$ cat src/rtl/processor_stage3_seq_pkg.sv
// Shared definitions for the 18-bit core stage 3: opcodes, IF conditions,
// sequencer states, ALU op codes and instruction field slices.
package processor_stage3_seq_pkg;

    localparam int INSTR_W = 18;

    typedef enum logic [3:0] {
        OP_ADD_IMM8        = 4'd0,
        OP_MOV_IMM11       = 4'd1,
        OP_MOV_IMM11_TOP   = 4'd2,
        OP_LOAD            = 4'd3,
        OP_ALU             = 4'd4,
        OP_WRITE_TO_MEMORY = 4'd5,
        OP_IF              = 4'd6,
        OP_CALL_IMM14      = 4'd7,
        OP_RETURN          = 4'd8,
        OP_MUL_SHIFT       = 4'd9,
        OP_WAIT            = 4'd10
    } opcode_t;

    typedef enum logic [2:0] {
        IF_EQ_ZERO = 3'd0,
        IF_NE_ZERO = 3'd1,
        IF_LT_ZERO = 3'd2,
        IF_GE_ZERO = 3'd3,
        IF_GT_ZERO = 3'd4,
        IF_LE_ZERO = 3'd5,
        IF_NEVER6  = 3'd6,
        IF_NEVER7  = 3'd7
    } if_cond_t;

    typedef enum logic [1:0] {
        RUN  = 2'd0,
        MUL  = 2'd1,
        WAIT = 2'd2
    } state_t;

    typedef enum logic [3:0] {
        ALU_ADD  = 4'd0,
        ALU_SUB  = 4'd1,
        ALU_AND  = 4'd2,
        ALU_OR   = 4'd3,
        ALU_XOR  = 4'd4,
        ALU_NOT  = 4'd5,
        ALU_SHL  = 4'd6,
        ALU_SHR  = 4'd7,
        ALU_SRA  = 4'd8,
        ALU_MOVB = 4'd9,
        ALU_SLT  = 4'd10,
        ALU_SLTU = 4'd11
    } alu_op_t;

    function automatic opcode_t f_opcode(input logic [INSTR_W-1:0] w);
        return opcode_t'(w[17:14]);
    endfunction

    function automatic logic [2:0] f_rd(input logic [INSTR_W-1:0] w);
        return w[13:11];
    endfunction

    function automatic if_cond_t f_cond(input logic [INSTR_W-1:0] w);
        return if_cond_t'(w[10:8]);
    endfunction

    function automatic logic [7:0] f_imm8(input logic [INSTR_W-1:0] w);
        return w[7:0];
    endfunction

    function automatic logic [10:0] f_imm11(input logic [INSTR_W-1:0] w);
        return w[10:0];
    endfunction

    function automatic logic [13:0] f_imm14(input logic [INSTR_W-1:0] w);
        return w[13:0];
    endfunction

    function automatic logic [4:0] f_shift(input logic [INSTR_W-1:0] w);
        return w[4:0];
    endfunction

    function automatic logic [3:0] f_alu_op(input logic [INSTR_W-1:0] w);
        return w[3:0];
    endfunction

    // Conditions are evaluated on rx as a signed value.
    function automatic logic if_taken(input if_cond_t c, input logic neg, input logic zero);
        case (c)
            IF_EQ_ZERO: return zero;
            IF_NE_ZERO: return !zero;
            IF_LT_ZERO: return neg;
            IF_GE_ZERO: return !neg;
            IF_GT_ZERO: return !neg && !zero;
            IF_LE_ZERO: return neg || zero;
            default:    return 1'b0;
        endcase
    endfunction

endpackage

$ cat src/rtl/processor_stage3_seq_alu.sv
// Combinational ALU of the 18-bit core, selected by code_word[3:0].
module alu
    import processor_stage3_seq_pkg::*;
#(
    parameter int WIDTH = 18
) (
    input  logic [3:0]       op,
    input  logic [WIDTH-1:0] a,
    input  logic [WIDTH-1:0] b,
    output logic [WIDTH-1:0] result
);

    always_comb begin
        result = '0;
        case (alu_op_t'(op))
            ALU_ADD:  result = a + b;
            ALU_SUB:  result = a - b;
            ALU_AND:  result = a & b;
            ALU_OR:   result = a | b;
            ALU_XOR:  result = a ^ b;
            ALU_NOT:  result = ~a;
            ALU_SHL:  result = a << b[4:0];
            ALU_SHR:  result = a >> b[4:0];
            ALU_SRA:  result = WIDTH'($signed(a) >>> b[4:0]);
            ALU_MOVB: result = b;
            ALU_SLT:  result = WIDTH'($signed(a) < $signed(b));
            ALU_SLTU: result = WIDTH'(a < b);
            default:  result = '0;
        endcase
    end

endmodule

$ cat src/rtl/processor_stage3_seq_mulxx_seq.sv
// Multi-cycle signed multiply with arithmetic right shift; start latches the
// operands, done marks the cycle whose result is valid.
module mulxx_seq #(
    parameter int WIDTH   = 18,
    parameter int LATENCY = 4
) (
    input  logic             clock,
    input  logic             reset,
    input  logic             start,
    input  logic [WIDTH-1:0] a,
    input  logic [WIDTH-1:0] b,
    input  logic [4:0]       shift,
    output logic             done,
    output logic [WIDTH-1:0] result
);

    localparam int CNT_W = (LATENCY > 1) ? $clog2(LATENCY) : 1;
    localparam logic [CNT_W-1:0] LOAD_VAL = CNT_W'(LATENCY - 1);

    logic [WIDTH-1:0] a_q;
    logic [WIDTH-1:0] b_q;
    logic [4:0]       shift_q;
    logic [CNT_W-1:0] cnt;
    logic [WIDTH-1:0] op_a;
    logic [WIDTH-1:0] op_b;
    logic [4:0]       op_shift;
    logic signed [2*WIDTH-1:0] prod;

    always_ff @(posedge clock or posedge reset) begin
        if (reset) begin
            a_q     <= '0;
            b_q     <= '0;
            shift_q <= '0;
            cnt     <= '0;
        end else if (start) begin
            a_q     <= a;
            b_q     <= b;
            shift_q <= shift;
            cnt     <= LOAD_VAL;
        end else if (cnt != '0) begin
            cnt <= cnt - CNT_W'(1);
        end
    end

    // A single-cycle multiplier completes in the start cycle from live operands.
    always_comb begin
        op_a     = start ? a     : a_q;
        op_b     = start ? b     : b_q;
        op_shift = start ? shift : shift_q;
        done     = (LATENCY == 1) ? start : (cnt == CNT_W'(1));
        prod     = $signed({{WIDTH{op_a[WIDTH-1]}}, op_a}) * $signed({{WIDTH{op_b[WIDTH-1]}}, op_b});
        result   = WIDTH'(prod >>> op_shift);
    end

endmodule

$ cat src/rtl/processor_stage3_seq.sv
// Execute/writeback stage 3 with registered writeback, multi-cycle multiply,
// counted wait and jump resolution. Optional: STAGE3_STALL_COUNT_EN adds stall_cycles.
//
// state | meaning
// RUN   | accepting instructions, no stall
// MUL   | multiplier busy, upstream stalled
// WAIT  | OP_WAIT counter non-zero, upstream stalled
module processor_stage3_seq
    import processor_stage3_seq_pkg::*;
#(
    parameter int         ADDR_SIZE   = 18,
    parameter int         WORD_SIZE   = 18,
    parameter int         MUL_LATENCY = 4,
    parameter int         WAIT_WIDTH  = 11,
    parameter logic [2:0] LINK_REG    = 3'd7
) (
    input  logic                 clock,
    input  logic                 reset,
    input  logic                 no_operation,
    input  logic [ADDR_SIZE-1:0] ip,
    input  logic [WORD_SIZE-1:0] code_word,
    input  logic [WORD_SIZE-1:0] alu_data0,
    input  logic [WORD_SIZE-1:0] alu_data1,
    input  logic [WORD_SIZE-1:0] data1_plus_imm8,
    input  logic [WORD_SIZE-1:0] memory_out,
    output logic                 stall,
    output logic                 reg_write_enable,
    output logic [2:0]           reg_write_addr,
    output logic [WORD_SIZE-1:0] reg_write_data,
    output logic                 mem_write_enable,
    output logic [ADDR_SIZE-1:0] mem_write_addr,
    output logic [WORD_SIZE-1:0] mem_write_data,
    output logic                 jump_valid,
    output logic [ADDR_SIZE-1:0] jump_addr
`ifdef STAGE3_STALL_COUNT_EN
    ,
    output logic [31:0]          stall_cycles
`endif
);

    state_t                state;
    state_t                state_next;
    opcode_t               opcode;
    logic [2:0]            rd;
    logic [10:0]           imm11;
    logic [7:0]            imm8;
    logic                  accept;
    logic                  cond_ok;
    logic [WAIT_WIDTH-1:0] wait_cnt;
    logic                  wait_load;
    logic                  mul_start;
    logic                  mul_done;
    logic [WORD_SIZE-1:0]  mul_result;
    logic [2:0]            mul_dest;
    logic [WORD_SIZE-1:0]  alu_result;
    logic [ADDR_SIZE-1:0]  ip_plus1;
    logic                  wb_en_d;
    logic [2:0]            wb_addr_d;
    logic [WORD_SIZE-1:0]  wb_data_d;
    logic                  jump_d;
    logic [ADDR_SIZE-1:0]  jump_addr_d;

    assign opcode   = f_opcode(code_word);
    assign rd       = f_rd(code_word);
    assign imm11    = f_imm11(code_word);
    assign imm8     = f_imm8(code_word);
    assign ip_plus1 = ip + ADDR_SIZE'(1);
    assign cond_ok  = if_taken(f_cond(code_word), alu_data0[WORD_SIZE-1], alu_data0 == '0);

    // The slot right after a jump is the wrong path and is dropped.
    assign accept    = (state == RUN) && !no_operation && !jump_valid;
    assign mul_start = accept && (opcode == OP_MUL_SHIFT);
    assign wait_load = accept && (opcode == OP_WAIT);

    assign mem_write_enable = accept && (opcode == OP_WRITE_TO_MEMORY);
    assign mem_write_addr   = data1_plus_imm8[ADDR_SIZE-1:0];
    assign mem_write_data   = alu_data0;

    alu #(
        .WIDTH (WORD_SIZE)
    ) u_alu (
        .op     (f_alu_op(code_word)),
        .a      (alu_data0),
        .b      (alu_data1),
        .result (alu_result)
    );

    mulxx_seq #(
        .WIDTH   (WORD_SIZE),
        .LATENCY (MUL_LATENCY)
    ) u_mul (
        .clock  (clock),
        .reset  (reset),
        .start  (mul_start),
        .a      (alu_data0),
        .b      (alu_data1),
        .shift  (f_shift(code_word)),
        .done   (mul_done),
        .result (mul_result)
    );

    always_ff @(posedge clock or posedge reset) begin
        if (reset) begin
            state <= RUN;
        end else begin
            state <= state_next;
        end
    end

    always_comb begin
        state_next = state;
        case (state)
            RUN: begin
                if (mul_start && (MUL_LATENCY > 1)) begin
                    state_next = MUL;
                end else if (wait_load && (code_word[WAIT_WIDTH-1:0] != '0)) begin
                    state_next = WAIT;
                end
            end
            MUL: begin
                if (mul_done) begin
                    state_next = RUN;
                end
            end
            WAIT: begin
                if (wait_cnt == WAIT_WIDTH'(1)) begin
                    state_next = RUN;
                end
            end
            default: state_next = RUN;
        endcase
    end

    always_comb begin
        stall = (state == MUL) || (state == WAIT);
    end

    always_ff @(posedge clock or posedge reset) begin
        if (reset) begin
            wait_cnt <= '0;
        end else if (wait_load) begin
            wait_cnt <= code_word[WAIT_WIDTH-1:0];
        end else if (wait_cnt != '0) begin
            wait_cnt <= wait_cnt - WAIT_WIDTH'(1);
        end
    end

    always_ff @(posedge clock or posedge reset) begin
        if (reset) begin
            mul_dest <= '0;
        end else if (mul_start) begin
            mul_dest <= rd;
        end
    end

    always_comb begin
        wb_en_d     = 1'b0;
        wb_addr_d   = rd;
        wb_data_d   = '0;
        jump_d      = 1'b0;
        jump_addr_d = '0;
        if (accept) begin
            case (opcode)
                OP_ADD_IMM8: begin
                    wb_en_d   = 1'b1;
                    wb_data_d = data1_plus_imm8;
                end
                OP_MOV_IMM11: begin
                    wb_en_d   = 1'b1;
                    wb_data_d = {{(WORD_SIZE-11){imm11[10]}}, imm11};
                end
                OP_MOV_IMM11_TOP: begin
                    wb_en_d   = 1'b1;
                    wb_data_d = WORD_SIZE'({imm11, 7'd0});
                end
                OP_LOAD: begin
                    wb_en_d   = 1'b1;
                    wb_data_d = memory_out;
                end
                OP_ALU: begin
                    wb_en_d   = 1'b1;
                    wb_data_d = alu_result;
                end
                OP_IF: begin
                    jump_d      = cond_ok;
                    jump_addr_d = ip + {{(ADDR_SIZE-8){imm8[7]}}, imm8};
                end
                OP_CALL_IMM14: begin
                    jump_d      = 1'b1;
                    jump_addr_d = {{(ADDR_SIZE-14){1'b0}}, f_imm14(code_word)};
                    wb_en_d     = 1'b1;
                    wb_addr_d   = LINK_REG;
                    wb_data_d   = WORD_SIZE'(ip_plus1);
                end
                OP_RETURN: begin
                    jump_d      = 1'b1;
                    jump_addr_d = memory_out[ADDR_SIZE-1:0];
                end
                default: ;
            endcase
        end
        // With a single-cycle multiplier, done coincides with the accept cycle.
        if (mul_done) begin
            wb_en_d   = 1'b1;
            wb_addr_d = mul_start ? rd : mul_dest;
            wb_data_d = mul_result;
        end
    end

    always_ff @(posedge clock or posedge reset) begin
        if (reset) begin
            reg_write_enable <= 1'b0;
            reg_write_addr   <= '0;
            reg_write_data   <= '0;
            jump_valid       <= 1'b0;
            jump_addr        <= '0;
        end else begin
            reg_write_enable <= wb_en_d;
            jump_valid       <= jump_d;
            if (wb_en_d) begin
                reg_write_addr <= wb_addr_d;
                reg_write_data <= wb_data_d;
            end
            if (jump_d) begin
                jump_addr <= jump_addr_d;
            end
        end
    end

`ifdef STAGE3_STALL_COUNT_EN
    always_ff @(posedge clock or posedge reset) begin
        if (reset) begin
            stall_cycles <= '0;
        end else if (stall && (stall_cycles != '1)) begin
            stall_cycles <= stall_cycles + 32'd1;
        end
    end
`endif

endmodule
$ cat config.mk
export PLATFORM = sky130hd
export DESIGN_NAME = processor_stage3_seq
export DESIGN_NICKNAME = d
export VERILOG_FILES = /design/src/rtl/processor_stage3_seq_pkg.sv /design/src/rtl/processor_stage3_seq_alu.sv /design/src/rtl/processor_stage3_seq_mulxx_seq.sv /design/src/rtl/processor_stage3_seq.sv
export SDC_FILE = /design/constraint.sdc
export NUM_CORES = 2
export LEC_CHECK = 0
export ABC_AREA = 1
export CORE_MARGIN = 4
export CORE_UTILIZATION = 35
export DETAILED_ROUTE_END_ITERATION = 10
export REMOVE_ABC_BUFFERS = 1
export SETUP_SLACK_MARGIN = 0.5
export SYNTH_ARGS = -nofsm -noshare
export SYNTH_HDL_FRONTEND = slang
export SYNTH_HIERARCHICAL = 1
export SYNTH_SLANG_ARGS = --single-unit
$ cat constraint.sdc
create_clock -name clock -period 9.1 [get_ports clock]
set_input_delay 1.82 -clock clock [delete_from_list [all_inputs] [get_ports clock]]
set_output_delay 1.82 -clock clock [all_outputs]
set_load 0.005 [all_outputs]
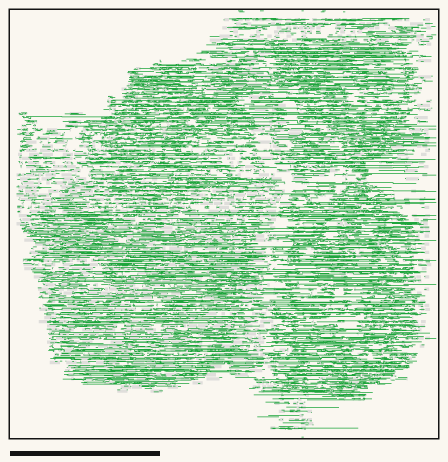
**Above:** M1 wires.
Bar = 100 um. Cells faint in the background.
The longest straight run is 139 um. The layer carries 46.0 mm of wire. 4698 nets have wire on it. The layer holds 41% of the routed length. The wires run mostly horizontal.
grt met1 use: 0.349
WL final: 113000 um
vias post-DR: 29200

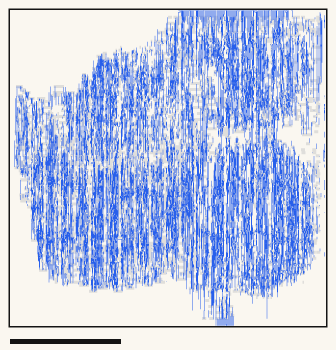
**Above:** M2 wires.
Bar = 100 um. Cells faint in the background.
The wires run mostly vertical. The layer holds 48% of the routed length. 4296 nets have wire on it.
met2 GRT Util: 0.460

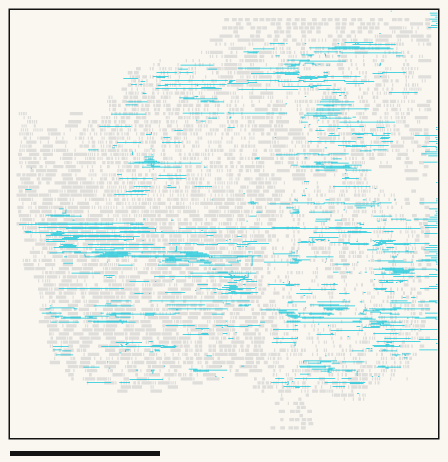
**Above:** metal 3.
Bar = 100 um. Cells faint in the background.
503 nets have wire on it. The layer carries 7660 um of wire.

==> flow_summary.yaml <==
# generated from flow reports
critical_path:
  cpPeakStageDelay_ns: 0.59
  start_kind: "input pin"
  r2r_setup_slack_ns: 1.32
  cp.arrival_ns: 8.87
  cp.depth: 43
  reg2reg_from: "state[0]$_DFFE_PP0P_"
  crit_buf_inv: 15
  path_delay_family: "adder cells"
  cp-endpoint: "reg_write_data[5]$_DFFE_PP0P_"
  cp_data_required_time_ns: 9.39
  slowest_stage: "fa_1"
  r2r_cells: 44
  cpMostUsedCell: "nand2_1"
  crit_start: "code_word[16]"
  endpoint_kind: "flip-flop"
  critPathMaxFanout: 9
  worstSetupPathType: "input pin to flip-flop"
  reg2reg_to: "reg_write_data[5]$_DFFE_PP0P_"
status:
  status: "complete, no violations"
final_timing:
  fin_skew_ns: 0.0131
  post-route-period-util: 0.942
  worst_pin_slew_ns: 1.29
  rsz0062_at_grt: "true"
  slew_violations: 0
  period_minus_slack_ns: 8.58
  finalSetupTns_ns: 0
  hold_viol: 0
  max_freq_mhz: 117
  report.final.setup_viol: 0
  maxSlewHeadroom: 0.140
placed_design:
  place_congestion: 1.01
  io_buffers: 189
  placed_area_um2: 31400
  hpwl_um: 91400
floorplan:
  die_height_um: 285
  die_w_um: 285
  fp_util: 0.354
  rows: 101
  boundaryPins: 190
  chip_area_um2: 81400
  core_area_um2: 76100
clock_network:
  clk_pin_slew_ns: 0.08
  numClockSinks: 100
  cts_max_path_buffers: 2
  hold_buffers: 0
  clock_latency_ns: 0.40
  cts_tree: "built"
  clock-root-buffer: "clkbuf_16"
  htreeDepth: 3
  cts_buffers: 9
hold_path:
  hold_start: "mul_dest[0]$_DFF_PP0_"
  hold_path_class: "flip-flop to flip-flop"
yosys:
  ys_seq_share: 0.0930
  syn_avg_cell_area_um2: 6.51
  yosys-stat-area_um2: 26900
  flop_cell: "dfrtp_1"
  syn_inst: 4132
  synth.distinct_cells: 61
  ys_cells: 4132
  synth-edff-count: 0
  syn_area_um2: 26900
  ys.flops: 100
  synth_async_sr_flop_share: 1.00
  yosys_warnings: 6
layout:
  comb_area_um2: 22500
  area_growth_pct: 27.6
  final.fill_count: 7939
  flop_area_um2: 2500
  final_cell_mix: "nand2_1, inv_1, nand3_1, fa_1, buf_4"
  finalInstanceArea_um2: 34300
  layout.nets: 5131
  layout_top_cell: "nand2_1"
  drive_gt1_frac: 0.189
global_routing:
  grt_pass1_wl_um: 169000
  antenna_found_initial: 3
  grt.overflow.total: 0
  grt_max_degree: 47
  first_global_vias: 28900
drt:
  drt_iter0_drc: 2717
  drc: 0
  ant_nets: 0
  first_pass_iters: 6
  via_per_inst: 5.27
run:
  log.warning_count: 71
  max_cap_viol_count: 0
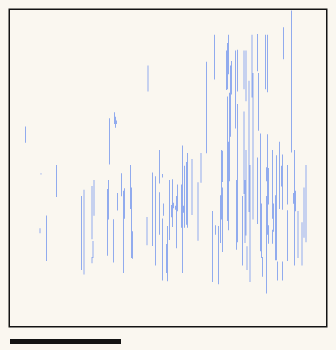
**Above:** met4 routing.
Bar = 100 um.
The layer carries 5490 um of wire. 110 nets have wire on it. The wires run mostly vertical. The longest straight run is 132 um. The layer holds 4.8% of the routed length.

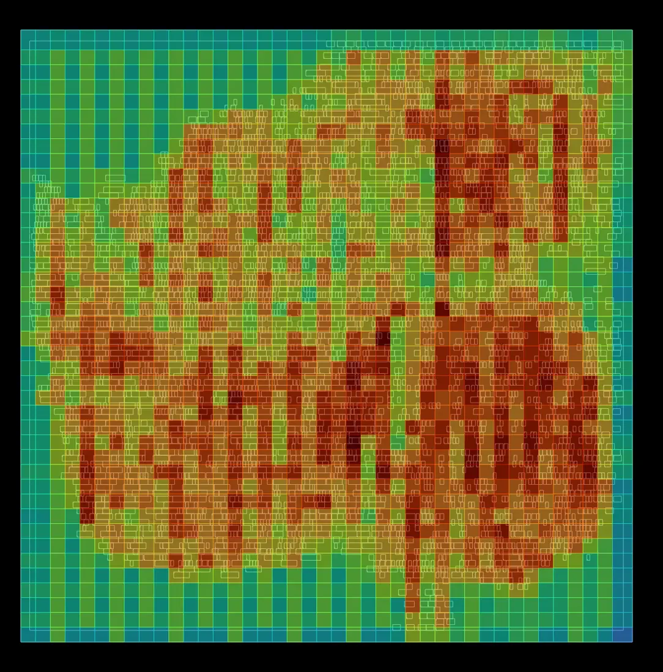
**Above:** track usage over the die.
WL/cell: 20.4 um
final core occ: 0.451
met3 usage: 0.0295
gr usage total: 0.270
GRT busiest layer: met2

[state kept, by name, indices dropped and copies added, names as in the netlist, 2 cells and up]
| register | cells |
|---|---|
| u_mul/b_q | 18 |
| mul_dest | 3 |
| u_mul/a_q | 18 |
| state | 2 |
| u_mul/cnt | 2 |
| reg_write_data | 18 |
| reg_write_addr | 3 |
| jump_addr | 18 |
| wait_cnt | 11 |
| u_mul/shift_q | 5 |
[worst register-to-register path: cells and delay by family, from the launching register on]
family | cells | cell delay [ns]
DFF | 1 | 0.40
and+or+nand+nor | 19 | 2.04
buffers and inverters | 15 | 1.48
AOI/OAI and AO/OA | 2 | 0.28
adders and majority gates | 8 | 3.50
[logic make-up after synthesis]
kind of cell,count (synthesis),synth area share
fa+ha+maj,508,0.329
mux,1,0.000372
flops,100,0.0930
buf+inv,864,0.133
xor+xnor,16,0.00521
compound gates,373,0.0804
simple gates,2270,0.360
[stage by stage]
step / worst slack, ns / cells / hold slack, ns
final: 0.524 / 5553 / 0.475
after floorplan: -1.57 / 3964 / 0.438
after global routing: 0.266 / 5549 / 0.501
after CTS: 0.442 / 5506 / 0.477
after detailed placement: -0.770 / 5449 / 0.458
after global placement: -0.785 / 5449 / 0.455
[cell usage after synthesis (18+ instances only)]
cell,n,area (um2)
nand2_1,1328,4980
inv_1,664,2490
nand3_1,443,2220
fa_1,332,6650
nor2_1,280,1050
ha_1,176,2200
o21ai_0,116,581
a21oi_1,104,521
dfrtp_1,100,2500
buf_2,86,430
or2_2,49,307
buf_4,46,345
nand4_1,45,282
o21ai_1,39,195
nor3_1,35,175
inv_2,28,105
o22ai_1,25,156
o211ai_1,23,173
clkbuf_1,22,82.6
and2_1,19,119
nor2_2,18,113
[what timing repair did]
item | in CTS | in global routing
buffers inserted | 34 | 35
pin swaps | 52 | 139
cloned | 7 | 6
resized | 188 | 340
endpoints found under the setup margin | 18 | 18
[worst min path at each step]
stage	endpoint	slack (ns)	depth (start not counted)
6_report	mul_dest[0]$_DFF_PP0_	0.48	2
5_1_grt	jump_addr[4]$_DFFE_PP0P_	0.50	2
4_1_cts	mul_dest[0]$_DFF_PP0_	0.48	2
3_5_place_dp	mul_dest[0]$_DFF_PP0_	0.46	2
3_3_place_gp	jump_addr[8]$_DFFE_PP0P_	0.45	2
2_1_floorplan	mul_dest[0]$_DFF_PP0_	0.44	2
[layout make-up]
class / instances / share of cell area
clock inverters: 7 / 0.00230
repair inverters: 5 / 0.000984
clock buffers: 9 / 0.00656
well taps: 1030 / 0.0375
inverters: 696 / 0.0786
flip-flops and latches: 100 / 0.0729
repair buffers: 532 / 0.147
diodes: 6 / 0.000437
multi-input cells: 3168 / 0.654
[metal layers]
layer  up-vias  part of all wire  GRT usage
li1      13600                 -          -
met1     14200              0.41      0.349
met4         4             0.048      0.110
met3       246             0.068     0.0295
met5         -           0.00024          0
met2      1220              0.48      0.460
